--- config.mk ---
export PLATFORM = sky130hd
export DESIGN_NAME = projectile_ctl
export DESIGN_NICKNAME = d
export VERILOG_FILES = /design/src/rtl/projectile_ctl.sv
export SDC_FILE = /design/constraint.sdc
export NUM_CORES = 1
export LEC_CHECK = 0
export CAP_MARGIN = 20
export CORE_MARGIN = 5
export CORE_UTILIZATION = 49
export DETAILED_ROUTE_END_ITERATION = 7
export GPL_TIMING_DRIVEN = 0
export HOLD_SLACK_MARGIN = 0.08
export MAX_ROUTING_LAYER = met4
export PLACE_DENSITY_LB_ADDON = 0.05
export REMOVE_ABC_BUFFERS = 1
export SLEW_MARGIN = 40
export SYNTH_ARGS = -nofsm -noshare
export SYNTH_HDL_FRONTEND = slang
export SYNTH_SLANG_ARGS = --single-unit
--- constraint.sdc ---
create_clock -name clk -period 3.6 [get_ports clk]
set_input_delay 0.36 -clock clk [delete_from_list [all_inputs] [get_ports clk]]
set_output_delay 0.36 -clock clk [all_outputs]
set_load 0.02 [all_outputs]
--- src/rtl/projectile_ctl.sv ---
// projectile_ctl
//   2-D ballistic trajectory generator for a sprite. A start request in IDLE
//   latches launch position, velocity and ground row. While in FLIGHT, x/y
//   advance once per physics tick (every CLK_PER_TICK clocks) with gravity
//   applied to vy. Flight ends on ground contact, side-wall contact or abort.
//
// Ports
//   clk       in   clock
//   rst       in   synchronous, active-high reset
//   start     in   launch request (sampled only in IDLE)
//   abort     in   terminate flight (sampled only in FLIGHT)
//   x0, y0    in   signed launch position
//   vx0, vy0  in   signed launch velocity (vy0 > 0 moves up the screen)
//   ground_y  in   signed landing row
//   x_pos     out  registered sprite x
//   y_pos     out  registered sprite y
//   busy      out  high while in FLIGHT
//   done      out  one-cycle pulse at flight end
//   status    out  end cause: 0 none, 1 landed, 2 wall, 3 aborted
module projectile_ctl #(
  parameter int CLK_PER_TICK = 1300000,
  parameter int POS_W        = 12,
  parameter int VEL_W        = 8,
  parameter int GRAVITY      = 1,
  parameter int X_MIN        = 0,
  parameter int X_MAX        = 1023,
  parameter int X_RESET      = 500,
  parameter int Y_RESET      = 350
) (
  input  logic                    clk,
  input  logic                    rst,
  input  logic                    start,
  input  logic                    abort,
  input  logic signed [POS_W-1:0] x0,
  input  logic signed [POS_W-1:0] y0,
  input  logic signed [VEL_W-1:0] vx0,
  input  logic signed [VEL_W-1:0] vy0,
  input  logic signed [POS_W-1:0] ground_y,
  output logic signed [POS_W-1:0] x_pos,
  output logic signed [POS_W-1:0] y_pos,
  output logic                    busy,
  output logic                    done,
  output logic [1:0]              status
);

  localparam int CNT_W = (CLK_PER_TICK > 2) ? $clog2(CLK_PER_TICK) : 1;
  // Two guard bits let x+vx / y-vy be compared without overflow.
  localparam int EXT_W = POS_W + 2;

  localparam logic [CNT_W-1:0]        TICK_LAST = CNT_W'(CLK_PER_TICK - 1);
  localparam logic signed [EXT_W-1:0] X_MIN_E   = EXT_W'(X_MIN);
  localparam logic signed [EXT_W-1:0] X_MAX_E   = EXT_W'(X_MAX);
  localparam logic signed [VEL_W:0]   GRAV_E    = (VEL_W + 1)'(GRAVITY);
  localparam logic signed [VEL_W:0]   VY_MIN_E  = (VEL_W + 1)'(-(2 ** (VEL_W - 1)));

  localparam logic [1:0] ST_NONE   = 2'd0;
  localparam logic [1:0] ST_LANDED = 2'd1;
  localparam logic [1:0] ST_WALL   = 2'd2;
  localparam logic [1:0] ST_ABORT  = 2'd3;

  typedef enum logic [1:0] {
    S_IDLE   = 2'd0,
    S_FLIGHT = 2'd1,
    S_DONE   = 2'd2
  } state_t;

  state_t                  r_state;
  logic signed [POS_W-1:0] r_x;
  logic signed [POS_W-1:0] r_y;
  logic signed [VEL_W-1:0] r_vx;
  logic signed [VEL_W-1:0] r_vy;
  logic signed [POS_W-1:0] r_gnd;
  logic [CNT_W-1:0]        r_tick_cnt;
  logic [1:0]              r_status;
  logic                    r_busy;
  logic                    r_done;

  state_t                  w_state_next;
  logic signed [POS_W-1:0] w_x_next;
  logic signed [POS_W-1:0] w_y_next;
  logic signed [VEL_W-1:0] w_vx_next;
  logic signed [VEL_W-1:0] w_vy_next;
  logic signed [POS_W-1:0] w_gnd_next;
  logic [CNT_W-1:0]        w_tick_cnt_next;
  logic [1:0]              w_status_next;
  logic                    w_busy_next;
  logic                    w_done_next;

  // Sign-extended operands and per-tick arithmetic.
  logic signed [EXT_W-1:0] w_x_ext;
  logic signed [EXT_W-1:0] w_y_ext;
  logic signed [EXT_W-1:0] w_vx_ext;
  logic signed [EXT_W-1:0] w_vy_ext;
  logic signed [EXT_W-1:0] w_gnd_ext;
  logic signed [EXT_W-1:0] w_x_step;
  logic signed [EXT_W-1:0] w_y_step;
  logic signed [POS_W-1:0] w_x_clamp;
  logic                    w_x_out;
  logic signed [VEL_W:0]   w_vy_dec;
  logic signed [VEL_W-1:0] w_vy_sat;
  logic                    w_tick;

  assign w_x_ext   = {{(EXT_W - POS_W){r_x[POS_W-1]}}, r_x};
  assign w_y_ext   = {{(EXT_W - POS_W){r_y[POS_W-1]}}, r_y};
  assign w_gnd_ext = {{(EXT_W - POS_W){r_gnd[POS_W-1]}}, r_gnd};
  assign w_vx_ext  = {{(EXT_W - VEL_W){r_vx[VEL_W-1]}}, r_vx};
  assign w_vy_ext  = {{(EXT_W - VEL_W){r_vy[VEL_W-1]}}, r_vy};

  // Screen y grows downward, so positive (upward) vy reduces y.
  assign w_x_step = w_x_ext + w_vx_ext;
  assign w_y_step = w_y_ext - w_vy_ext;

  assign w_x_out = (w_x_step < X_MIN_E) || (w_x_step > X_MAX_E);

  always_comb begin
    w_x_clamp = w_x_step[POS_W-1:0];
    if (w_x_step < X_MIN_E) begin
      w_x_clamp = X_MIN_E[POS_W-1:0];
    end else if (w_x_step > X_MAX_E) begin
      w_x_clamp = X_MAX_E[POS_W-1:0];
    end
  end

  // One extra bit holds vy - GRAVITY exactly; saturate at the most negative vy.
  assign w_vy_dec = {r_vy[VEL_W-1], r_vy} - GRAV_E;
  assign w_vy_sat = (w_vy_dec < VY_MIN_E) ? VY_MIN_E[VEL_W-1:0] : w_vy_dec[VEL_W-1:0];

  assign w_tick = (r_tick_cnt == TICK_LAST);

  always_comb begin
    w_state_next    = r_state;
    w_x_next        = r_x;
    w_y_next        = r_y;
    w_vx_next       = r_vx;
    w_vy_next       = r_vy;
    w_gnd_next      = r_gnd;
    w_tick_cnt_next = r_tick_cnt;
    w_status_next   = r_status;
    w_busy_next     = 1'b0;
    w_done_next     = 1'b0;

    case (r_state)
      S_IDLE: begin
        if (start) begin
          w_state_next    = S_FLIGHT;
          w_x_next        = x0;
          w_y_next        = y0;
          w_vx_next       = vx0;
          w_vy_next       = vy0;
          w_gnd_next      = ground_y;
          w_tick_cnt_next = '0;
          w_status_next   = ST_NONE;
          w_busy_next     = 1'b1;
        end
      end

      S_FLIGHT: begin
        w_busy_next     = 1'b1;
        w_tick_cnt_next = w_tick ? '0 : r_tick_cnt + 1'b1;
        if (abort) begin
          // Abort wins even on a tick cycle: the pending update is dropped.
          w_state_next  = S_DONE;
          w_status_next = ST_ABORT;
          w_busy_next   = 1'b0;
          w_done_next   = 1'b1;
        end else if (w_tick) begin
          w_vy_next = w_vy_sat;
          if (w_y_step >= w_gnd_ext) begin
            w_x_next      = w_x_clamp;
            w_y_next      = r_gnd;
            w_status_next = ST_LANDED;
            w_state_next  = S_DONE;
            w_busy_next   = 1'b0;
            w_done_next   = 1'b1;
          end else if (w_x_out) begin
            w_x_next      = w_x_clamp;
            w_y_next      = w_y_step[POS_W-1:0];
            w_status_next = ST_WALL;
            w_state_next  = S_DONE;
            w_busy_next   = 1'b0;
            w_done_next   = 1'b1;
          end else begin
            w_x_next = w_x_step[POS_W-1:0];
            w_y_next = w_y_step[POS_W-1:0];
          end
        end
      end

      S_DONE: begin
        // One-cycle landing pad so done is a single pulse and a held start
        // cannot relaunch before IDLE is reached.
        w_state_next = S_IDLE;
      end

      default: begin
        w_state_next = S_IDLE;
      end
    endcase
  end

  always_ff @(posedge clk) begin
    if (rst) begin
      r_state    <= S_IDLE;
      r_x        <= POS_W'(X_RESET);
      r_y        <= POS_W'(Y_RESET);
      r_vx       <= '0;
      r_vy       <= '0;
      r_gnd      <= '0;
      r_tick_cnt <= '0;
      r_status   <= ST_NONE;
      r_busy     <= 1'b0;
      r_done     <= 1'b0;
    end else begin
      r_state    <= w_state_next;
      r_x        <= w_x_next;
      r_y        <= w_y_next;
      r_vx       <= w_vx_next;
      r_vy       <= w_vy_next;
      r_gnd      <= w_gnd_next;
      r_tick_cnt <= w_tick_cnt_next;
      r_status   <= w_status_next;
      r_busy     <= w_busy_next;
      r_done     <= w_done_next;
    end
  end

  assign x_pos  = r_x;
  assign y_pos  = r_y;
  assign busy   = r_busy;
  assign done   = r_done;
  assign status = r_status;

endmodule

### The metal 1 layer, run 1

The bar under the picture is 20 um long. Supply wires on this layer in gray.
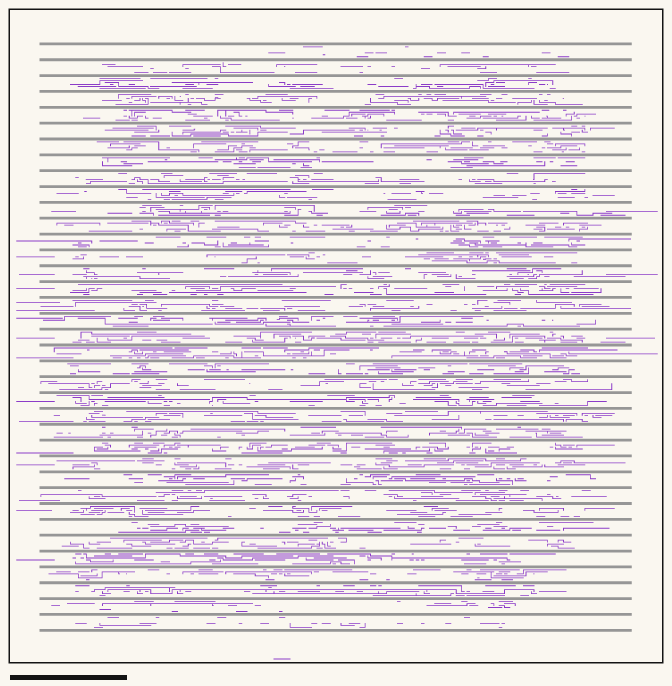
- nets with wire on the layer: 791
- wire length on this layer: 6420 um
- share of all routed wire: 45%
- main direction: horizontal
GR Layer Usage met1: 28.46%
final wirelength: 14420 um

### Met2 routing, run 1

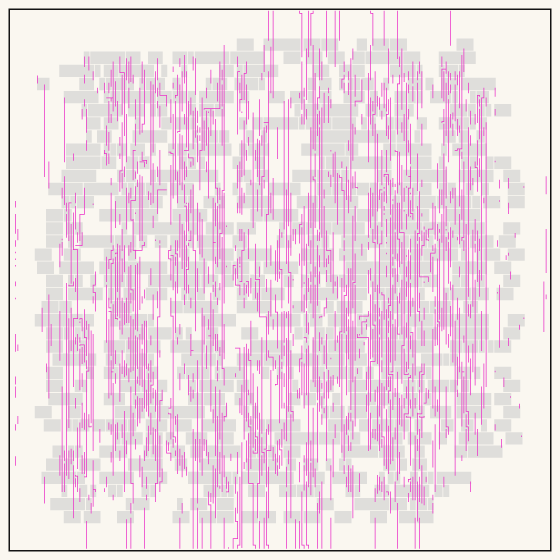
- longest straight run: 54.7 um
- nets with wire on the layer: 694
- wire length on this layer: 7080 um
- main direction: vertical
- share of all routed wire: 49%

==> CHANGELOG.md, run 1 <==
### Physical design

* Outcome: finished, final reports clean
* Post-Layout Cell Count at 882
* Inverters at 29
* DIE AREA at 12520 um2
* Yosys warnings at 0
* Ys flop type: dfxtp_1
* Final Slew Violations at 0
* Critical Path AT at 3.81 ns
* Worst hold path class: in2reg
* Hold Path Cell Cnt at 2
* Synth Area per Inst at 7.732 um2
* Layout cells sized above 1 at 13.67%
* Final net count at 838
* Clock-cell share of area at 3.338%
* Crit-path slowest cell: fa_2
* Crit-path cells: inv_2, ha_2, inv_1, fa_2, a21oi_2, o211ai_1, o21bai_1, buf_4, xnor2_1, ha_1, and4_4, nand3_2, o21ai_4, o21a_4, nor2_4, buf_4, a211o_1, a31oi_1
* RR Endpoint: status[0]
* CP top delay family: AND-OR/OR-AND gates
* TritonCTS Buffers at 9
* Fin util at 65.21%
* CTS Hold Buffers Added at 0
* Number of diodes at 0
* Number of global-route vias before repair at 4994
* DRT met1 WL at 6415 um
* Dominant cell type by area after synthesis: dfxtp_1
* Max_cap viols at 0
* Register area at 1597 um2
* FFs w/ async S/R, synth at 0%
* Largest class: multi-input combinational cells
* Top cells by area: dfxtp_1 31%, ha_1 9.6%, a21oi_1 6.9%
* Tap cells at 136
* Total GRT Usage at 23.37%
* Post-route cell area at 6671 um2
* DP Cell Count at 847
* RePlAce Congestion at 0.8619
* Core Area at 10230 um2
* Worst-case clock buffer depth at 2
* Detailed Routing Iterations Pass 1 at 5
* EDFF count, synth at 0
* Setup Viol. Count Final at 0
* Min-delay src: rst
* Sequential share of cell area at 23.93%
* Synth Instances at 658
* H-tree lvl count at 3
* Period minus WS final at 3.524 ns
* Setup TNS at 0 ns
* Log Warnings at 25
* Layout non-clock buf frac at 15.29%
* Buf/Inv on CP at 4
* Slew Limit Headroom at 46.58%
* DRC marker count from the first detailed-route iteration at 302
* Filler cell count at 910
* Max incr delay on CP at 0.35 ns
### The metal 3 layer, run 1

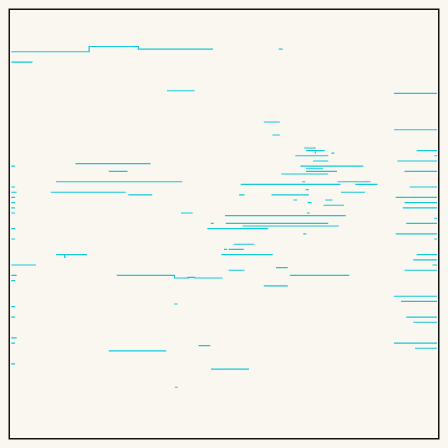
- longest straight run: 32.7 um
- share of all routed wire: 4.8%
- nets with wire on the layer: 75

==> run 1: logic make-up (layout without fill, tap and decap cells) <==
family | after synthesis | in the layout | share of synthesized area (%)
compound gates | 210 | 210 | 26.59
xor+xnor | 29 | 29 | 4.993
mux | 1 | 1 | 0.1968
buf+inv | 62 | 149 | 4.845
fa+ha+maj | 41 | 41 | 10.38
flops | 79 | 79 | 31.09
simple gates | 236 | 237 | 21.91
==> run 1: cells in the mapped netlist (10+ instances only) <==
library cell / count
dfxtp_1: 79
nor3_1: 15
o21ai_0: 36
ha_1: 39
o21bai_1: 10
nor2_1: 58
and3_1: 10
clkbuf_1: 26
nand3_1: 24
nand2_1: 83
inv_1: 29
xnor2_1: 11
a211oi_1: 23
a21oi_1: 70
xor2_1: 18
==> run 1: layer usage <==
| metal | GRT usage, % | up-vias |
|---|---|---|
| li1 | - | 2550 |
| met5 | - | - |
| met2 | 40.17 | 133 |
| met1 | 28.46 | 2398 |
| met3 | 3.696 | 27 |
| met4 | 6.245 | 0 |
==> run 1: through the flow <==
step                hold slack [ns]  worst slack, ns
finish                       0.2767          0.07556
floorplan                    0.4289          -0.3926
global placement             0.4453           -1.476
global route                 0.2922         -0.06722
detailed placement           0.4512          -0.7870
CTS                          0.2658         0.003558
==> run 1: sequential cells by signal (all words and copies together) (netlist names) <==
name        cells
r_tick_cnt     21
r_gnd          12
x_pos          12
y_pos          12
r_vx            8
r_vy            8
r_state         2
status          2
busy            1
done            1
### Routing congestion, run 1

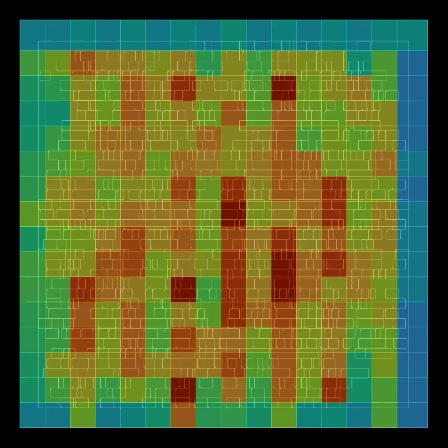

## Run 2: what changed since run 1
--- a/config.mk
+++ b/config.mk
@@ -6,7 +6,6 @@
 export NUM_CORES = 1
 export LEC_CHECK = 0
 export CAP_MARGIN = 20
-export CORE_MARGIN = 5
 export CORE_UTILIZATION = 49
 export DETAILED_ROUTE_END_ITERATION = 7
 export GPL_TIMING_DRIVEN = 0
### Routing congestion, run 2

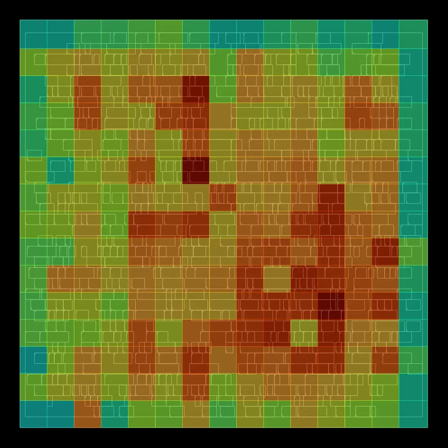
Total GRT Usage: 27.64%
met2 Track Usage GR: 48.05%
GR Layer Usage met1: 32.05%
gr busiest metal: met2

### M4 wires, run 2

The bar under the picture is 20 um long. Supply wires on this layer in gray.
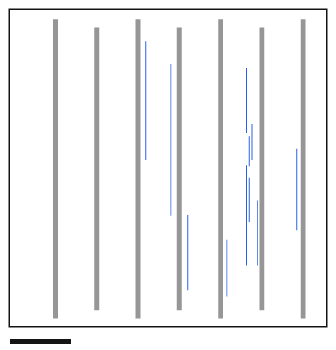
- share of all routed wire: 1.8%
- longest straight run: 49.6 um
- nets with wire on the layer: 9
- main direction: vertical
- wire length on this layer: 268 um

### The metal 3 layer, run 2

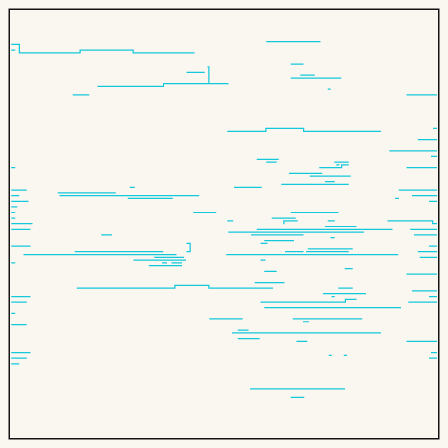
- share of all routed wire: 6.5%
- main direction: horizontal
- wire length on this layer: 954 um
- longest straight run: 41.4 um
- nets with wire on the layer: 90

==> run 2 against run 1 <==
  * The run now ends with negative setup slack left
  * Final area rose by 0.24%
  * Final cell count decreased by 0.23%
  * Maximum frequency decreased by 4.8%
  * Sequential share of layout area down 0.096 points
  * Largest cell class unchanged
  * Global-route usage is 4.3 points higher
  * Clock skew fell by 0.00095 ns
  * Flip-flop count unchanged
  * First-iteration DRC count fell by 18%
==> CHANGELOG.md, run 2 <==
### Physical design

* CTS Hold Buffers Added at 0
* R2r worst-path depth at 17
* Setup Viol. Count Final at 9
* Worst-case clock buffer depth at 2
* Final wirelength at 14790 um
* Period utilization at 102.8%
* Number of global-route vias before repair at 5026
* CP Capture Type: flop
* Outcome: finished, violations left
* Filler cell count at 858
* Yosys warnings at 0
* First-pass GRT wire length at 23590 um
* Final worst setup slack at -0.1021 ns
* Dominant cell type by area after synthesis: dfxtp_1
* Log Warnings at 26
* CTS clk-pin slew, worst paths at 0.09 ns
* Skew final at 0.01293 ns
* Hold Path Sink: x_pos[10]
* Synthesized area at 5087 um2
* Failing checks: negative setup slack
* Via/cell ratio at 5.865
* Distinct lib cells used at 58
* RR Endpoint: busy
* EDFF count, synth at 0
* Crit-path slowest cell: or4_4
* Hold Path Cell Cnt at 2
* Min-delay src: rst
* Number of diodes at 0
* Yosys synthesis chip area at 5087 um2
* Setup slack at placement at -0.9002 ns
* Final Slew Violations at 0
* RePlAce Congestion at 0.9107
* Top cells by area: dfxtp_1 31%, ha_1 9.6%, a21oi_1 6.9%
* Max reg flops at 21
* Worst-path fanout max at 6
* Initial antenna violation count at 0
* Layout cells sized above 1 at 14.06%
* Hold WS at 0.2856 ns
* FP Util at 51.34%
* Slew Limit Headroom at 46.99%
* Unrepaired setup endpoints after global routing: yes
* Register bit total from synthesis at 79
* Most frequent cell after synthesis: nand2_1
* Final net count at 839
* Root Buffer: clkbuf_8
* Critical Path AT at 4.01 ns
* R2R Setup Slk at -0.10 ns
* Max incr delay on CP at 0.45 ns
* Post-route cell area at 6688 um2
* Reg2reg start: r_vy[0]
* Detailed Routing Iterations Pass 1 at 5
* Period minus WS final at 3.702 ns
* Fin util at 67.49%
* TritonCTS Buffers at 9
* FFs w/ async S/R, synth at 0%
* Max frequency at 270.1 MHz
* Max_cap viols at 0
* Synth Instances at 658
* Core Area at 9910 um2
* Clk ins delay skew pair at 0.38 ns
* Detailed Place HPWL at 9623 um
* Die W at 103.9 um
* Ys flop type: dfxtp_1
* Reg with most FFs: r_tick_cnt
* H-tree lvl count at 3
* Port bufs at 83
* Register share after synthesis at 31.09%
* DIE AREA at 10790 um2
* Yosys cell count at 658
* Crit-path cells: ha_4, inv_2, fa_2, a21oi_2, o211ai_1, o21bai_2, buf_4, xnor2_2, ha_1, and4_4, o21ai_2, o21ai_2, buf_4, o21ai_4, nand2_4, or4_4, o21ai_4
* DRC at 0
* Vias at 5161
* Synth top cells by count: 83 x nand2_1, 79 x dfxtp_1, 70 x a21oi_1
* Die height at 103.9 um
* Most common logic cells in the final layout: 82 x clkdlybuf4s50_1, 80 x nand2_1, 75 x dfxtp_1
* Final ANT Viol Nets at 0
* CTS tree: yes
* Synth Area per Inst at 7.732 um2
* WL/cell at 16.81 um
* DRC marker count from the first detailed-route iteration at 249
* CP required at 3.91 ns
* Tightest Pin Transition at 0.7938 ns
* Worst hold path class: in2reg
run 2: cell counts after synthesis:
No cell type changed its count.
run 2: metrics by stage:
stage	std cells	setup TNS (ns)
after floorplan	625	-2.751
after global placement	841	-29.04
after detailed placement	844	-11.37
after CTS	875	0
after global routing	880	-1.702
final	880	-0.3448
run 2: per-layer routing:
layer	wire length [um]	up-vias	GRT usage (%)
met5	0	-	-
met1	6238	2418	32.05
li1	-	2544	-
met2	7332	175	48.05
met3	953	24	6.015
met4	267	0	7.653
run 2: cells by family after synthesis:
group	after synthesis	share of synthesized area [%]
buffers and inverters	62	4.845
AND/OR/NAND/NOR	236	21.91
AND-OR/OR-AND	210	26.59
flip-flops	79	31.09
XOR/XNOR	29	4.993
multiplexers	1	0.1968
adder cells (fa/ha/maj)	41	10.38
run 2: critical path, delay by kind of cell, from the launching register on:
family	cells	cell delay (ns)
simple gates	3	0.77
buf+inv	3	0.33
flops	1	0.40
fa+ha+maj	3	0.90
compound gates	7	1.17
xor+xnor	1	0.06
run 2: area by class of cell:
class	count	area (um2)	area share, %
Tap cell	133	166.4	2.488
Multi-Input combinational cell	517	3547	53.04
Sequential cell	79	1594	23.84
Clock buffer	9	123.9	1.852
Clock inverter	7	95.09	1.422
Timing Repair Buffer	106	1050	15.70
Inverter	29	111.4	1.665
run 2: worst max path at each step:
stage / from / endpoint / slack (ns)
6_report: r_vy[0] / busy / -0.10
5_1_grt: y_pos[0] / busy / -0.17
4_1_cts: y_pos[0] / y_pos[1] / 0.000004
3_5_place_dp: r_vy[1] / busy / -0.90
3_3_place_gp: r_vy[1] / busy / -1.50
2_1_floorplan: y_pos[1] / busy / -0.39
